Clock wires, drivers and flops:
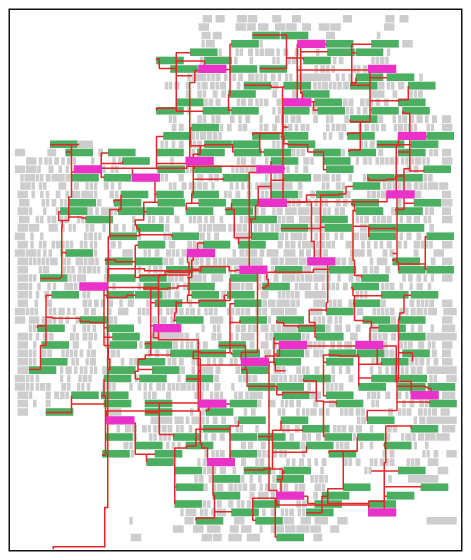
PDN straps and rails:
Bar = 50 um. Pins as bars on the die edge. Tap cells in gray.
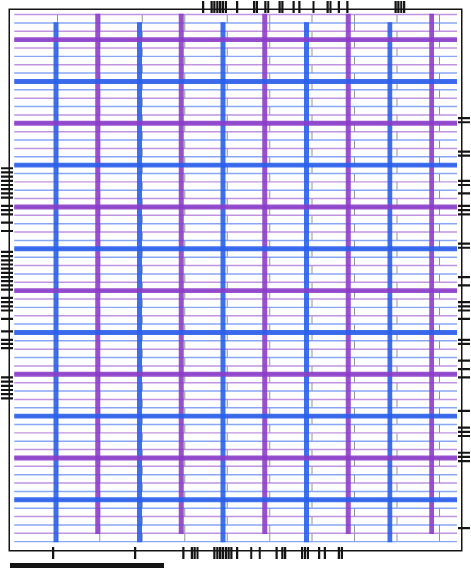
File: config.mk
export PLATFORM = sky130hd
export DESIGN_NAME = instr_prefetch_flat
export DESIGN_NICKNAME = d
export VERILOG_FILES = /design/src/rtl/instr_prefetch_pkg.sv /design/src/rtl/instr_prefetch_if.sv /design/src/rtl/instr_prefetch_fifo.sv /design/src/rtl/instr_prefetch.sv /design/src/flat_wrapper.sv
export SDC_FILE = /design/constraint.sdc
export NUM_CORES = 1
export LEC_CHECK = 0
export ABC_AREA = 1
export CORE_ASPECT_RATIO = 1.2
export CORE_MARGIN = 1
export CORE_UTILIZATION = 45
export DETAILED_ROUTE_END_ITERATION = 10
export GPL_TIMING_DRIVEN = 0
export PLACE_DENSITY = 0.75
export SYNTH_ARGS = -nofsm -noshare
export SYNTH_HDL_FRONTEND = slang
export SYNTH_SLANG_ARGS = --single-unit
File: constraint.sdc
create_clock -name clk -period 2.7 [get_ports clk]
set_clock_uncertainty 0.2 [all_clocks]
set_input_delay 0.27 -clock clk [delete_from_list [all_inputs] [get_ports clk]]
set_output_delay 0.27 -clock clk [all_outputs]
set_load 0.01 [all_outputs]
File: src/rtl/instr_prefetch_pkg.sv
// Shared defaults and FSM encoding for the instruction prefetch unit.
package instr_prefetch_pkg;
    localparam int BITS_DATA_DEF = 32;
    localparam int BITS_ADDR_DEF = 16;
    localparam int DEPTH_DEF     = 4;

    typedef enum logic [1:0] {
        ST_IDLE  = 2'd0,
        ST_FETCH = 2'd1,
        ST_WAIT  = 2'd2
    } pf_state_e;
endpackage

File: src/rtl/instr_prefetch_if.sv
// Memory read port plus decode handshake and control of the prefetch unit.
interface instr_prefetch_if
    import instr_prefetch_pkg::*;
#(
    parameter int BITS_DATA = BITS_DATA_DEF,
    parameter int BITS_ADDR = BITS_ADDR_DEF
);
    logic [BITS_ADDR-1:0] mem_addr;
    logic                 mem_rd;
    logic                 mem_busy;
    logic [BITS_DATA-1:0] mem_rdata;
    logic [BITS_DATA-1:0] ir_data;
    logic [BITS_ADDR-1:0] ir_pc;
    logic                 ir_valid;
    logic                 ir_ready;
    logic                 redirect;
    logic [BITS_ADDR-1:0] redirect_pc;
    logic                 halt;

    modport master (
        output mem_addr, mem_rd, ir_data, ir_pc, ir_valid,
        input  mem_busy, mem_rdata, ir_ready, redirect, redirect_pc, halt
    );

    modport slave (
        input  mem_addr, mem_rd, ir_data, ir_pc, ir_valid,
        output mem_busy, mem_rdata, ir_ready, redirect, redirect_pc, halt
    );
endinterface

File: src/rtl/instr_prefetch_fifo.sv
// Synchronous FIFO holding {pc, word} pairs between memory response and decode.
module instr_fifo
    import instr_prefetch_pkg::*;
#(
    parameter int W     = BITS_DATA_DEF + BITS_ADDR_DEF,
    parameter int DEPTH = DEPTH_DEF
) (
    input  logic                     clk,
    input  logic                     reset,
    input  logic                     push,
    input  logic [W-1:0]             din,
    input  logic                     pop,
    input  logic                     flush,
    output logic [W-1:0]             dout,
    output logic [$clog2(DEPTH):0]   count,
    output logic                     empty
);
    localparam int PW = $clog2(DEPTH);
    localparam int CW = PW + 1;

    logic [W-1:0]  mem [DEPTH];
    logic [PW-1:0] wr_ptr, rd_ptr;
    logic          full, do_push, do_pop;

    assign empty   = (count == '0);
    assign full    = (count == CW'(DEPTH));
    assign do_push = push & ~full;
    assign do_pop  = pop & ~empty;
    assign dout    = mem[rd_ptr];

    // Flush wins over push/pop; storage is left as-is since empty masks it.
    always_ff @(posedge clk or negedge reset) begin
        if (!reset) begin
            for (int i = 0; i < DEPTH; i++) mem[i] <= '0;
            wr_ptr <= '0;
            rd_ptr <= '0;
            count  <= '0;
        end else if (flush) begin
            wr_ptr <= '0;
            rd_ptr <= '0;
            count  <= '0;
        end else begin
            if (do_push) begin
                mem[wr_ptr] <= din;
                wr_ptr      <= wr_ptr + PW'(1);
            end
            if (do_pop) rd_ptr <= rd_ptr + PW'(1);
            case ({do_push, do_pop})
                2'b10:   count <= count + CW'(1);
                2'b01:   count <= count - CW'(1);
                default: count <= count;
            endcase
        end
    end
endmodule

File: src/rtl/instr_prefetch.sv
// Sequential instruction prefetcher: one outstanding read, FIFO to decode,
// redirect flush and halt.
module instr_prefetch
    import instr_prefetch_pkg::*;
#(
    parameter int                   BITS_DATA = BITS_DATA_DEF,
    parameter int                   BITS_ADDR = BITS_ADDR_DEF,
    parameter int                   DEPTH     = DEPTH_DEF,
    parameter logic [BITS_ADDR-1:0] RESET_PC  = '0
) (
    input  logic              clk,
    input  logic              reset,
    instr_prefetch_if.master  bus
);
    localparam int CW = $clog2(DEPTH) + 1;

    logic [BITS_ADDR-1:0]           fetch_pc, req_pc;
    logic                           inflight, room, accept, push, pop, empty;
    logic [CW-1:0]                  count;
    logic [BITS_ADDR+BITS_DATA-1:0] head;
    pf_state_e                      state_q, state_d;

    // Reserve a slot for the outstanding read so a response always fits.
    assign room   = ({1'b0, count} + {{CW{1'b0}}, inflight}) < (CW+1)'(DEPTH);
    assign accept = bus.mem_rd & ~bus.mem_busy;
    // A response returning during redirect is stale and simply not pushed.
    assign push   = inflight & ~bus.redirect;
    assign pop    = bus.ir_valid & bus.ir_ready;

    always_ff @(posedge clk or negedge reset) begin
        if (!reset) state_q <= ST_IDLE;
        else        state_q <= state_d;
    end

    always_comb begin
        state_d = state_q;
        case (state_q)
            ST_IDLE:  if (!bus.halt) state_d = room ? ST_FETCH : ST_WAIT;
            ST_FETCH: if (bus.halt) state_d = ST_IDLE;
                      else if (!room) state_d = ST_WAIT;
            ST_WAIT:  if (bus.halt) state_d = ST_IDLE;
                      else if (room) state_d = ST_FETCH;
            default:  state_d = ST_IDLE;
        endcase
    end

    // Issue decision follows the next state so release and halt act this cycle.
    always_comb begin
        bus.mem_rd   = reset && !bus.redirect && (state_d == ST_FETCH);
        bus.mem_addr = reset ? fetch_pc : '0;
    end

    always_ff @(posedge clk or negedge reset) begin
        if (!reset) begin
            fetch_pc <= RESET_PC;
            req_pc   <= '0;
            inflight <= 1'b0;
        end else if (bus.redirect) begin
            fetch_pc <= bus.redirect_pc;
            inflight <= 1'b0;
        end else begin
            inflight <= accept;
            if (accept) begin
                req_pc   <= fetch_pc;
                fetch_pc <= fetch_pc + BITS_ADDR'(1);
            end
        end
    end

    instr_fifo #(
        .W     (BITS_ADDR + BITS_DATA),
        .DEPTH (DEPTH)
    ) u_fifo (
        .clk   (clk),
        .reset (reset),
        .push  (push),
        .din   ({req_pc, bus.mem_rdata}),
        .pop   (pop),
        .flush (bus.redirect),
        .dout  (head),
        .count (count),
        .empty (empty)
    );

    assign bus.ir_valid           = ~empty;
    assign {bus.ir_pc, bus.ir_data} = head;
endmodule
File: src/flat_wrapper.sv
// flat-port wrapper written by rule: the top's interface ports become plain ports
module instr_prefetch_flat import instr_prefetch_pkg::*;
#(
    parameter int                   BITS_DATA = BITS_DATA_DEF,
    parameter int                   BITS_ADDR = BITS_ADDR_DEF,
    parameter int                   DEPTH     = DEPTH_DEF,
    parameter logic [BITS_ADDR-1:0] RESET_PC  = '0
)
  (clk, reset, bus_mem_addr, bus_mem_rd, bus_ir_data, bus_ir_pc, bus_ir_valid, bus_mem_busy, bus_mem_rdata, bus_ir_ready, bus_redirect, bus_redirect_pc, bus_halt);
  instr_prefetch_if #(.BITS_DATA(BITS_DATA), .BITS_ADDR(BITS_ADDR)) bus_i ();
  input  logic clk;
  input  logic reset;
  output wire logic [$bits(bus_i.mem_addr)-1:0] bus_mem_addr;
  output wire logic [$bits(bus_i.mem_rd)-1:0] bus_mem_rd;
  output wire logic [$bits(bus_i.ir_data)-1:0] bus_ir_data;
  output wire logic [$bits(bus_i.ir_pc)-1:0] bus_ir_pc;
  output wire logic [$bits(bus_i.ir_valid)-1:0] bus_ir_valid;
  input wire logic [$bits(bus_i.mem_busy)-1:0] bus_mem_busy;
  input wire logic [$bits(bus_i.mem_rdata)-1:0] bus_mem_rdata;
  input wire logic [$bits(bus_i.ir_ready)-1:0] bus_ir_ready;
  input wire logic [$bits(bus_i.redirect)-1:0] bus_redirect;
  input wire logic [$bits(bus_i.redirect_pc)-1:0] bus_redirect_pc;
  input wire logic [$bits(bus_i.halt)-1:0] bus_halt;
  assign bus_mem_addr = bus_i.mem_addr;
  assign bus_mem_rd = bus_i.mem_rd;
  assign bus_ir_data = bus_i.ir_data;
  assign bus_ir_pc = bus_i.ir_pc;
  assign bus_ir_valid = bus_i.ir_valid;
  assign bus_i.mem_busy = bus_mem_busy;
  assign bus_i.mem_rdata = bus_mem_rdata;
  assign bus_i.ir_ready = bus_ir_ready;
  assign bus_i.redirect = bus_redirect;
  assign bus_i.redirect_pc = bus_redirect_pc;
  assign bus_i.halt = bus_halt;
  instr_prefetch #(.BITS_DATA(BITS_DATA), .BITS_ADDR(BITS_ADDR), .DEPTH(DEPTH), .RESET_PC(RESET_PC)) u_core (.clk(clk), .reset(reset), .bus(bus_i));
endmodule
==> results.json <==
{
  "run_status": "complete, no violations",
  "cts_resized": 85,
  "relSlewSlack_pct": 55.99,
  "required_ns": 2.23,
  "grt_pass1_vias": 10558,
  "wl_per_cell_um": 17.23,
  "antenna_found_initial": 1,
  "rows": 63,
  "max_freq_mhz": 372.2,
  "clk_path_buf_depth": 3,
  "num-fill-cells": 2259,
  "dp_hpwl_mm": 21.97,
  "core-area_um2": 24670,
  "worstHoldPathCells": 3,
  "setup_violations": 0,
  "worstMarginPinSlew_ns": 0.6601,
  "chipWidth_um": 146.6,
  "top_area_share_pct": 51.84,
  "io_buffers": 119,
  "rsz0062_at_grt": "true",
  "yosys_warnings": 0,
  "die_y_um": 175.6,
  "cts_setup_buffers": 0,
  "post-place-ws_ns": -0.2963,
  "place.gp.congestion": 0.8755,
  "slowest_delay_ns": 0.36,
  "critPathArrivalTime_ns": 2.22,
  "synthTopCellsByArea": "dfrtp_1, nand2_1, o21ai_0",
  "syn-cell-area_um2": 11300,
  "finalWorstSetupSlack_ns": 0.01302,
  "worst-path-stages": 7,
  "clkPwrFrac_pct": 30.8,
  "p_seq_share_pct": 38.6,
  "slew_viol_final": 0,
  "ys_area_um2": 11300,
  "crit_chain": "buf_4 > clkinv_2 > buf_6 > buf_6 > nor2_1 > o22ai_1 > dlygate4sd2_1",
  "crit_path_start_kind": "register",
  "crit_family": "buffers and inverters",
  "synth_nets": 1510,
  "max-cap-violations": 0,
  "sw_frac_of_total_pct": 33.31,
  "min_path_type": "in -> reg",
  "worstSkewPairLatency_ns": 0.52,
  "cts_root_buf": "clkbuf_16",
  "cpMostUsedCell": "buf_6",
  "drtAntennaViolNets": 0,
  "drive_gt1_share_pct": 8.400,
  "most-common-layout-cells": "nand2_1, dfrtp_1, o21ai_0, o21ai_1, nor2_1",
  "fin_nets": 1664,
  "overflow": 0,
  "p_int_uw": 7709,
  "pwr-share-comb_pct": 30.5,
  "finalPower_uw": 11560,
  "via_count": 10443,
  "ys_seq_elements": 234,
  "reg2regPathDepth": 6,
  "cts_tree": "done",
  "min_period_ns": 2.687,
  "cts_buffers": 25,
  "path_clk_slew_ns": 0.06,
  "avgSynthCellArea_um2": 7.790,
  "synth.largest_area_cell": "dfrtp_1",
  "drc": 0,
  "vdd.ir_drop.worst_uv": 351.7,
  "grt_usage_pct": 26.39,
  "finalWirelength_mm": 33.49,
  "openroad.warnings": 30,
  "htree_levels": 1,
  "synthToLayoutAreaGrowth_pct": 24.49,
  "yosysCellCount": 1450,
  "die-area_um2": 25740,
  "ios": 120,
  "lay_top_count": "nand2_1",
  "holdBufCountCts": 5,
  "ys_seq_share_pct": 51.84,
  "syn-instance-count": 1450,
  "critPathBufInv": 5,
  "switchingPower_uw": 3850,
  "via_per_inst": 5.372,
  "grt_max_degree": 81,
  "critPathKind": "reg -> out",
  "power_density_nw_per_um2": 822.0,
  "drt_first_pass_iters": 5,
  "crit_fanout": 10,
  "cp-end-kind": "primary output",
  "grt_pass1_wl_mm": 54.12,
  "drt_iter0_drc": 752
}
-- 'clock wires, drivers and flops' (at the start) --
[green] flip-flops | count: 234
[magenta] cells driving clock nets | count: 25
[red] clock wires | length: 2970 um
flops lie: widely spread

-- 'PDN straps and rails' (at the start) --
| color | net |
|---|---|
| purple | VDD |
| blue | VSS |
tap cells: 325
met1 rails: 64
met4 straps: 10
signal pins: 120

[layer usage]
metal | part of all wire (%) | vias to the layer above | global-route usage [%]
li1 | - | 5012 | -
met3 | 7.1 | 95 | 3.429
met1 | 39 | 4899 | 32.47
met4 | 4.5 | 0 | 15.15
met2 | 49 | 437 | 44.65
met5 | 0 | - | 0
[state kept, by name, summed over array words and instances (netlist names)]
name,cells
u_core.u_fifo.wr_ptr,2
u_core.inflight,1
u_core.u_fifo.mem,192
u_core.u_fifo.rd_ptr,2
u_core.fetch_pc,16
u_core.state_q,2
u_core.req_pc,16
u_core.u_fifo.count,3
[cell families (layout without fill, tap and decap cells)]
kind of cell / count (synthesis) / count (layout) / synth area share, %
buf+inv: 157 / 326 / 6.768
fa+ha+maj: 6 / 6 / 0.7311
simple gates: 681 / 681 / 23.45
flops: 234 / 234 / 51.84
xor+xnor: 6 / 6 / 0.4652
compound gates: 366 / 366 / 16.75
[power groups by stage]
stage / sequential, uW / clock, uW / combinational (uW)
global route: 4540 / 3730 / 3880
global placement: 4490 / 0 / 3550
floorplan: 4380 / 0 / 1880
CTS: 4450 / 3590 / 3530
detailed placement: 4510 / 0 / 3610
finish: 4470 / 3570 / 3530
[cell type report]
type	count	area, um2	area share [%]
Clock inverter	7	110.1	0.7830
Tap cell	325	406.6	2.892
Timing Repair Buffer	127	1381	9.823
Inverter	52	196.4	1.397
Sequential cell	234	5856	41.64
Clock buffer	35	733.2	5.214
Buffer	105	671.9	4.778
Multi-Input combinational cell	1059	4707	33.47
[metrics by stage]
stage	util, %	hold slack, ns	instances	setup TNS (ns)	instance area, um2
detailed placement	52.50	0.07994	1896	-3.174	12950
CTS	56.81	0.1007	1944	0	14020
global placement	52.26	0.2549	1894	-2503.07	12890
global route	57.00	0.1340	1944	-0.0005780	14060
finish	57.00	0.1042	1944	0	14060
floorplan	-	-0.2256	1450	0	11300
[worst register-to-register path, delay by kind of cell (launching register included)]
family | cells | cell delay, ns
adder cells (fa/ha/maj) | 1 | 0.22
AND-OR/OR-AND | 1 | 0.19
AND/OR/NAND/NOR | 1 | 0.09
flip-flops | 1 | 0.44
buffers and inverters | 3 | 1.12
[synthesized netlist by cell type]
master	instances
nand2_2	2
clkinv_1	2
nor2_4	3
nand3b_1	2
ha_1	5
buf_6	10
o21ai_0	170
buf_1	3
inv_2	1
o21ai_1	144
fa_1	1
a21oi_1	4
clkbuf_1	52
buf_4	20
nand3_1	32
xnor2_1	1
buf_2	19
nand2_1	518
o22ai_1	48
inv_1	49
nor2_1	117
clkbuf_2	1
nor2_2	3
dfrtp_1	234
xor2_1	5
nand4_1	4
[path summary, 6_finish.rpt]
path,endpoint,slack (ns),from
worst min register to register,u_core.u_fifo.mem[65],0.27,u_core.u_fifo.mem[65]
worst max register to register,u_core.u_fifo.mem[44],0.39,u_core.u_fifo.wr_ptr[0]
min in group asynchronous,u_core.u_fifo.mem[39],0.37,reset
worst min-delay path,u_core.fetch_pc[11],0.10,bus_redirect_pc[11]
max in group asynchronous,u_core.req_pc[6],1.11,reset
worst max-delay path,bus_ir_pc[4],0.01,u_core.u_fifo.rd_ptr[0]
No activity file was given, so power comes from the tool's default toggle rates.
